<file path="config.mk">
export PLATFORM = sky130hd
export DESIGN_NAME = iod_word_align
export DESIGN_NICKNAME = d
export VERILOG_FILES = /design/src/rtl/iod_word_align.sv
export SDC_FILE = /design/constraint.sdc
export NUM_CORES = 1
export LEC_CHECK = 0
export CELL_PAD_IN_SITES_DETAIL_PLACEMENT = 2
export CELL_PAD_IN_SITES_GLOBAL_PLACEMENT = 2
export CORE_MARGIN = 10
export CORE_UTILIZATION = 32
export DETAILED_ROUTE_END_ITERATION = 8
export MAX_ROUTING_LAYER = met4
export PLACE_DENSITY = 0.79
export SYNTH_ARGS = -nofsm -noshare
export SYNTH_HDL_FRONTEND = slang
export SYNTH_SLANG_ARGS = --single-unit
</file>
<file path="constraint.sdc">
create_clock -name clk_i -period 2.4 [get_ports clk_i]
set_input_delay 0.48 -clock clk_i [delete_from_list [all_inputs] [get_ports clk_i]]
set_output_delay 0.48 -clock clk_i [all_outputs]
set_load 0.1 [all_outputs]
</file>
<file path="src/rtl/iod_word_align.sv">
`default_nettype none
// ============================================================================
//  Module   : iod_word_align
//  Purpose  : Word-alignment controller for one ADC data lane. During link
//             training it compares each deserialized word against a known
//             training pattern. Until the word boundary is correct it issues
//             single-cycle bit-slip pulses to the deserializer. After that it
//             reports lock and forwards the data, registered once.
//  Ports    : clk_i          divided fabric clock, rising edge
//             rst_ni         asynchronous active-low reset
//             data_in_i      parallel word from the deserializer
//             train_req_i    start/restart alignment (IDLE, LOCKED, FAIL)
//             bitslip_o      one-cycle slip pulse to the deserializer
//             aligned_o      high while locked
//             align_fail_o   high while alignment has failed
//             slip_cnt_o     slips issued in the current training attempt
//             data_out_o     data_in_i registered once
//             data_valid_o   qualifies data_out_o (word sampled while locked)
//  Revision : 1.0  initial release
// ============================================================================
module iod_word_align #(
    parameter int unsigned       WIDTH         = 8,
    parameter logic [WIDTH-1:0]  PATTERN       = 8'hF0,
    parameter int unsigned       MATCH_COUNT   = 16,
    parameter int unsigned       SETTLE_CYCLES = 8,
    parameter int unsigned       MAX_SLIPS     = 7
) (
    input  logic             clk_i,
    input  logic             rst_ni,
    input  logic [WIDTH-1:0] data_in_i,
    input  logic             train_req_i,
    output logic             bitslip_o,
    output logic             aligned_o,
    output logic             align_fail_o,
    output logic [3:0]       slip_cnt_o,
    output logic [WIDTH-1:0] data_out_o,
    output logic             data_valid_o
);

    localparam int unsigned c_MATCH_W  = $clog2(MATCH_COUNT + 1);
    localparam int unsigned c_SETTLE_W = $clog2(SETTLE_CYCLES + 1);

    localparam logic [c_MATCH_W-1:0]  c_MATCH_LAST  = c_MATCH_W'(MATCH_COUNT - 1);
    localparam logic [c_MATCH_W-1:0]  c_MATCH_FULL  = c_MATCH_W'(MATCH_COUNT);
    localparam logic [c_SETTLE_W-1:0] c_SETTLE_LOAD = c_SETTLE_W'(SETTLE_CYCLES);
    localparam logic [c_SETTLE_W-1:0] c_SETTLE_ONE  = c_SETTLE_W'(1);
    localparam logic [3:0]            c_MAX_SLIPS   = 4'(MAX_SLIPS);

    typedef enum logic [2:0] {
        S_IDLE   = 3'd0,
        S_CHECK  = 3'd1,
        S_SLIP   = 3'd2,
        S_SETTLE = 3'd3,
        S_LOCKED = 3'd4,
        S_FAIL   = 3'd5
    } state_t;

    state_t                 state_q;
    logic [c_MATCH_W-1:0]   match_cnt_q;
    logic [c_SETTLE_W-1:0]  settle_cnt_q;
    logic [3:0]             slip_cnt_q;
    logic                   bitslip_q;
    logic                   aligned_q;
    logic                   align_fail_q;
    logic [WIDTH-1:0]       data_out_q;
    logic                   data_valid_q;

    logic                   w_match;

    assign w_match = (data_in_i == PATTERN);

    // Status outputs are registered alongside the state: aligned/fail are set
    // on the edge that enters LOCKED/FAIL, while the slip pulse is raised on
    // the edge that leaves SLIP, so it lags the mismatch by one cycle.
    always_ff @(posedge clk_i or negedge rst_ni) begin
        if (!rst_ni) begin
            state_q      <= S_IDLE;
            match_cnt_q  <= '0;
            settle_cnt_q <= '0;
            slip_cnt_q   <= '0;
            bitslip_q    <= 1'b0;
            aligned_q    <= 1'b0;
            align_fail_q <= 1'b0;
            data_out_q   <= '0;
            data_valid_q <= 1'b0;
        end else begin
            data_out_q   <= data_in_i;
            data_valid_q <= (state_q == S_LOCKED);
            bitslip_q    <= 1'b0;

            case (state_q)
                S_IDLE: begin
                    if (train_req_i) begin
                        state_q     <= S_CHECK;
                        match_cnt_q <= '0;
                        slip_cnt_q  <= '0;
                    end
                end

                S_CHECK: begin
                    if (w_match) begin
                        if (match_cnt_q == c_MATCH_LAST) begin
                            state_q   <= S_LOCKED;
                            aligned_q <= 1'b1;
                        end
                        if (match_cnt_q != c_MATCH_FULL) begin
                            match_cnt_q <= match_cnt_q + c_MATCH_W'(1);
                        end
                    end else begin
                        // Any mismatch discards partial progress toward lock.
                        match_cnt_q <= '0;
                        if (slip_cnt_q < c_MAX_SLIPS) begin
                            state_q <= S_SLIP;
                        end else begin
                            state_q      <= S_FAIL;
                            align_fail_q <= 1'b1;
                        end
                    end
                end

                S_SLIP: begin
                    bitslip_q    <= 1'b1;
                    settle_cnt_q <= c_SETTLE_LOAD;
                    state_q      <= S_SETTLE;
                    if (slip_cnt_q != 4'hF) begin
                        slip_cnt_q <= slip_cnt_q + 4'd1;
                    end
                end

                S_SETTLE: begin
                    // Stay here for SETTLE_CYCLES edges; the word sampled on the
                    // edge after the counter reaches zero is compared again.
                    settle_cnt_q <= settle_cnt_q - c_SETTLE_ONE;
                    if (settle_cnt_q <= c_SETTLE_ONE) begin
                        settle_cnt_q <= '0;
                        state_q      <= S_CHECK;
                        match_cnt_q  <= '0;
                    end
                end

                S_LOCKED: begin
                    if (train_req_i) begin
                        state_q     <= S_CHECK;
                        aligned_q   <= 1'b0;
                        match_cnt_q <= '0;
                        slip_cnt_q  <= '0;
                    end
                end

                S_FAIL: begin
                    if (train_req_i) begin
                        state_q      <= S_CHECK;
                        align_fail_q <= 1'b0;
                        match_cnt_q  <= '0;
                        slip_cnt_q   <= '0;
                    end
                end

                default: begin
                    state_q <= S_IDLE;
                end
            endcase
        end
    end

    assign bitslip_o    = bitslip_q;
    assign aligned_o    = aligned_q;
    assign align_fail_o = align_fail_q;
    assign slip_cnt_o   = slip_cnt_q;
    assign data_out_o   = data_out_q;
    assign data_valid_o = data_valid_q;

endmodule
`default_nettype wire

</file>
==> run summary, run 1 <==
Results of an implementation run.

The flow ran to the end, and the final reports show no timing, DRC or antenna violations. In this run, post-CTS hold repair placed 0 buffers. For this sky-water flow run, the detailed-routed wirelength per cell is reported as 17.30 µm. TritonCTS built the clock tree. The highest metal layer used by the detailed router is met4. At the worst endpoint, the required time is 2.57 ns. The share of total power dissipated in combinational logic is 50.7%. CTS added clock buffers totalling 3.

The layer with the highest usage after global routing is met2. According to the cell report, flip-flops and latches in the layout number 28. Setup violations remaining at the end of the flow were counted as 0. The filler-free cell count of the finished design is 209. Sorting the synthesis cell report by count puts at the top dfrtp_1. The report lists the number of cells resized after CTS as 0. For this configuration, the core starts out at a cell density of 33.65%. Per the synthesis report, the dominant area consumer among library cells is dfrtp_1.

The buffer count excluding the clock tree in the final layout is 29. The number of standard cells reported by yosys is 127. The synthesized netlist contains 41 unique library cells.

In this run the critical path is formed by clkdlybuf4s50_1 -> nor4_1 -> nand2_1 -> nor2_4 -> a21oi_2 -> mux2_4. For reference, the placement row count at floorplan is 23. In this run the count of I/O pins placed on the die edge is 27. For this design the static power due to leakage is 0.7681 nW.

The layout report gives the multi-input gate share of total cell area as 36.50%. The clock sink total is 28. In the final timing run, aggregate negative setup slack is 0 ns. The launching instance or port of the critical path is data_in_i[1]. The layout report lists the multi-input gate area as 629.4 µm².

Counting instances in the post-synthesis netlist gives the leading cell types as dfrtp_1, nand2_1, nor2_1, inv_1, o21ai_1. The slew at the pin with the worst max-slew slack is 0.4046 ns. The proportion of power drawn by the clock network is 14.4%. The pin count of the biggest net entering global routing is 29. Per the post-run analysis, buffers plus inverters along the critical path come to 1. The core utilization of the finished layout is 42.19%. The shortest clock period the worst path allows after layout is 1.946 ns. During synthesis, Yosys emitted a total of 0 warnings. Leaving out fill and tap cells, the most frequent cells in the layout are dfrtp_1, buf_4, nand2_1. The floorplan step set the die width to 85.55 µm. Per the final report, the share of cell area in clock cells is 3.193%. The number of antenna diodes in the final layout is 0. The tally of filler cells in the layout is 457. The worst register-to-register path depth is 7. The overall global routing resource usage is 10.68%. Based on the critical path, the design can be clocked at up to 0.5138 GHz. The DRC violation total left in the routed layout is recorded as 0. The script logs the ratio of routed vias to standard cells as 5.024. Grouping stages by cell kind, the critical path spends the most delay in simple AND/OR/NAND/NOR gates. Across the placement rows, the number of tap cells is 50. The layout net count is 177. The detail route stage leaves a number of antenna-violating nets equal to 0. The top-area cell type share of the netlist area is 50.96%. The routed design uses 1783 µm of met2 wire.

For reference, the clock transition at the flip-flops on the worst setup and hold paths is 0.09 ns. The simple-gate share of the synthesized area is 18.20%. In this run, synthesis inferred 0 flip-flops with an integrated enable. The number of inverters outside the clock class in the layout is 9. The worst reg2reg path startpoint is settle_cnt_q[0]$_DFFE_PN0P_. The flow reports power dissipated in the clock network as 0.000293 W.
run_1/zoom.png
Bar = 20 µm. Region (0, 0) to (50, 50) µm. Cells in grey, sequential cells in the stronger grey; small squares are vias.
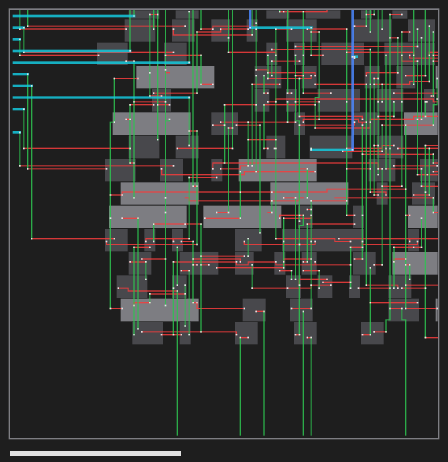
colour	layer
blue	met4
red	met1
cyan	met3
green	met2
netlist names of flops here include	`slip_cnt_o` (4), `data_out_o` (3)
sequential cells in the window	9
most frequent	buf_4 (12), nand2_1 (9), dfrtp_1 (9)
cells with their middle in the window	75

run_1/cell_classes.png
Fill, decap, tap and diode cells in grey.
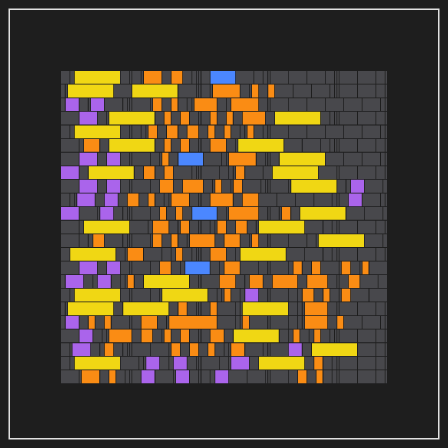
colour	class	cells	share of their area
yellow	flip-flops	28	42%
orange	all other logic	98	40%
blue	clock drivers and dummy loads	4	3.3%
purple	other buffers and delay cells	29	15%

run_1/wire_density.png
Bar = 20 µm. 17 x 17 tiles, from black (low) to pale yellow (high), scaled to the fullest tile. Values are wire area over tile area, all layers added.
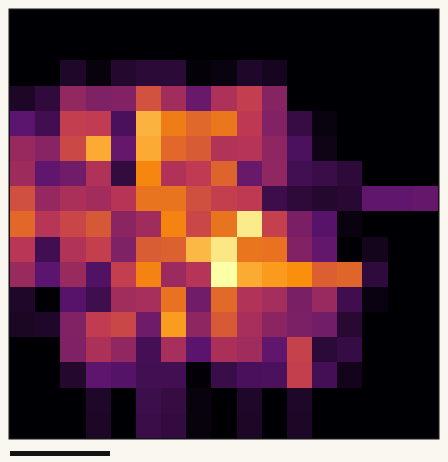
densest ninth of the die	centre
nearly empty tiles	38%
emptiest ninth of the die	upper right
fullest tile	0.33

run_1/registers.png
Other sequential cells in the stronger grey, the rest of the logic in the fainter grey.
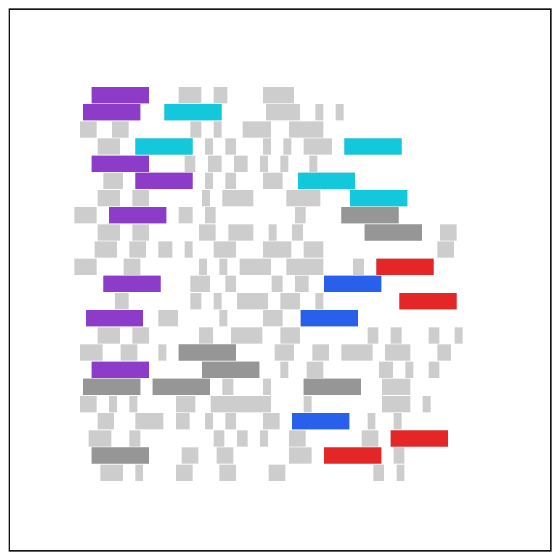
colour	netlist name	placed flops
cyan	`match_cnt_q`	5
red	`settle_cnt_q`	4
purple	`data_out_o`	8
blue	`state_q`	3

==> run 1 -> run 2 <==
- clock period: 2.4 -> 1.9 ns (I/O delays scaled with it)
run_2/zoom.png
Bar = 20 µm. Region (0, 0) to (50, 50) µm. Cells in grey, sequential cells in the stronger grey; small squares are vias.
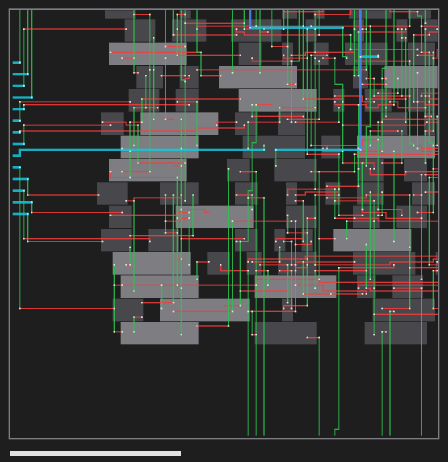
colour	layer
cyan	met3
blue	met4
green	met2
red	met1
sequential cells in the window	15
most frequent	dfrtp_1 (13), buf_4 (10)
cells with their middle in the window	73
netlist names of flops here include	`data_out_o` (8), `slip_cnt_o` (3), `state_q` (2)

run_2/cell_classes.png
Fill, decap, tap and diode cells in grey.
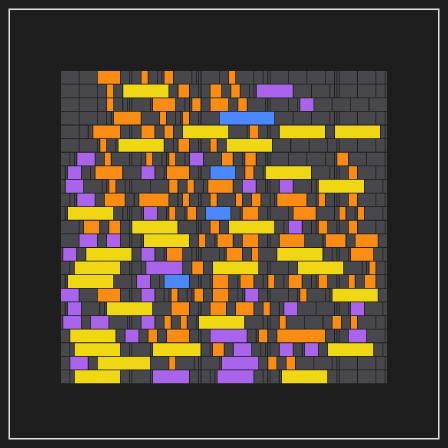
colour	class	cells	share of their area
purple	other buffers and delay cells	37	21%
yellow	flip-flops	28	38%
blue	clock drivers and dummy loads	4	3.9%
orange	all other logic	98	37%

==> run 2 against run 1 <==
Cell count up 3.8%. Power up 43%. Hold slack worse by 0.10 ns. Register-to-register slack worse by 0.37 ns. Worst setup slack worse by 0.34 ns. Sequential cell count unchanged. Via count up 7.0%. Clock power up 66%. Critical path type is now reg -> reg. Critical endpoint is now match_cnt_q[4]$_DFFE_PN0P_. Largest cell class unchanged.
==> run summary, run 2 <==
Results of an implementation run.

The number of standard cells reported by yosys is 127 (unchanged). The chip occupies 7319 µm². The summed negative setup slack over all endpoints was 0 ns (unchanged). The layer flagged by global routing as most heavily used is met2. The antenna diode count is 0 (unchanged). The proportion of power drawn by the clock network came to 16.7% (+2.3 points). The highest layer touched by signal routing is met4. The number of nets with antenna violations after routing is 0 (unchanged). The fraction of power consumed by combinational cells was 51.8% (+1.1 points). The count of hold buffers inserted by post-cts repair was 0 (unchanged). The floorplan utilization is 33.65% (unchanged).

The top-area cell type share of the netlist area came to 50.96% (unchanged). The worst setup slack after layout is 0.1153 ns. The number of buffers created by CTS is 3 (unchanged). The worst reg2reg path depth is 7 (unchanged).

The tally of filler cells in the layout is 442 (-3.3%). The number of flops mapped to enable cells by yosys came to 0 (unchanged). Per the log, the first TritonRoute iteration ended with a DRC count of 75. The filler-free cell count of the finished design came to 217 (+3.8%). Warnings raised by the tools during the run amount to 28. The simple-gate share of the synthesized area came to 18.20% (unchanged). The clock network contribution to total cell area is 3.755% (+0.56 points). The number of inverters outside the clock class in the layout is 9 (unchanged). The layout net count came to 185 (+4.5%). The combinational gate area is 648.1 µm² (+3.0%). The well-tap cell count is 50 (unchanged).

The via-per-instance ratio is 5.180 (+3.1%). The site row count came to 23 (unchanged). Walking the worst path, the cells encountered are inv_1 -> ha_1 -> nor2_1 -> o31ai_2 -> o21ai_2 -> a21oi_4 -> mux2_4. The count of sequential standard cells is 28 (unchanged).

The most repeated cell in the gate-level netlist after synthesis is dfrtp_1. The worst endpoint required time is 2.07 ns (-0.50 ns). The met2 wire length is 2103 µm (+18%).

The count of buffers added on input and output ports is 26. The final weighted congestion recorded by global placement is 0.8187. The average wire length per cell after detail routing came to 18.54 µm (+7.2%). The total of cells resized after clock tree synthesis came to 1 (+1). The detailed-route DRC error count is 0 (unchanged).

The slew at the pin with the worst max-slew slack is 0.5273 ns (+0.1226 ns). The count of buffering cells on the critical path with inverters included is 1 (unchanged). The overall global routing resource usage came to 11.87% (+1.2 points).

The biggest area consumer among synthesized cells is dfrtp_1. The switching share of power is 45.85%. The shortest clock period the worst path allows after layout is 1.785 ns. The fraction of standard cell area in multi-input logic is 34.12% (-2.4 points). The pin count of the biggest net entering global routing came to 17 (-41%). The number of distinct library cells after synthesis came to 41 (unchanged).

The buffer count excluding the clock tree in the final layout was 37 (+28%). In the finished design, the share of the clock period the worst path needs comes to 93.93%. The CTS tree is done. The final number of setup-violating endpoints is 0 (unchanged).

In the layout the tool counted multi-input logic cells amounting to 89. The power attributed to the clock group came to 0.000487 W (+66%). In this run, the synthesized area fraction spent on xor and xnor cells is recorded as 0.6369%. The standby leakage power is 0.8330 nW (+8.4%).

The critical path starts at settle_cnt_q[0]$_DFFE_PN0P_. By count the netlist is led by dfrtp_1, nand2_1, nor2_1, inv_1, o21ai_1. The clock sink total is 28 (unchanged).

The clock-pin slew reported for the worst setup and hold paths after clock tree synthesis is 0.11 ns (+0.02 ns). The core utilization of the finished layout is 46.48% (+4.3 points). The total number of yosys warnings came to 0 (unchanged).

The internal power consumption is 0.001579 W. The highest clock rate this design can be run at is 0.5603 GHz. Leaving out fill and tap cells, the most frequent cells in the layout are dfrtp_1, buf_4, nand2_1. The flow ran to the end, and the final reports show no timing, DRC or antenna violations. The number of top-level pins was 27 (unchanged).

STA lists the startpoint of the worst register-to-register path as settle_cnt_q[0]$_DFFE_PN0P_. The path class of the lowest-slack min-delay path is in -> async.
Power figures rest on the tool's default switching activity, not on a simulated workload.
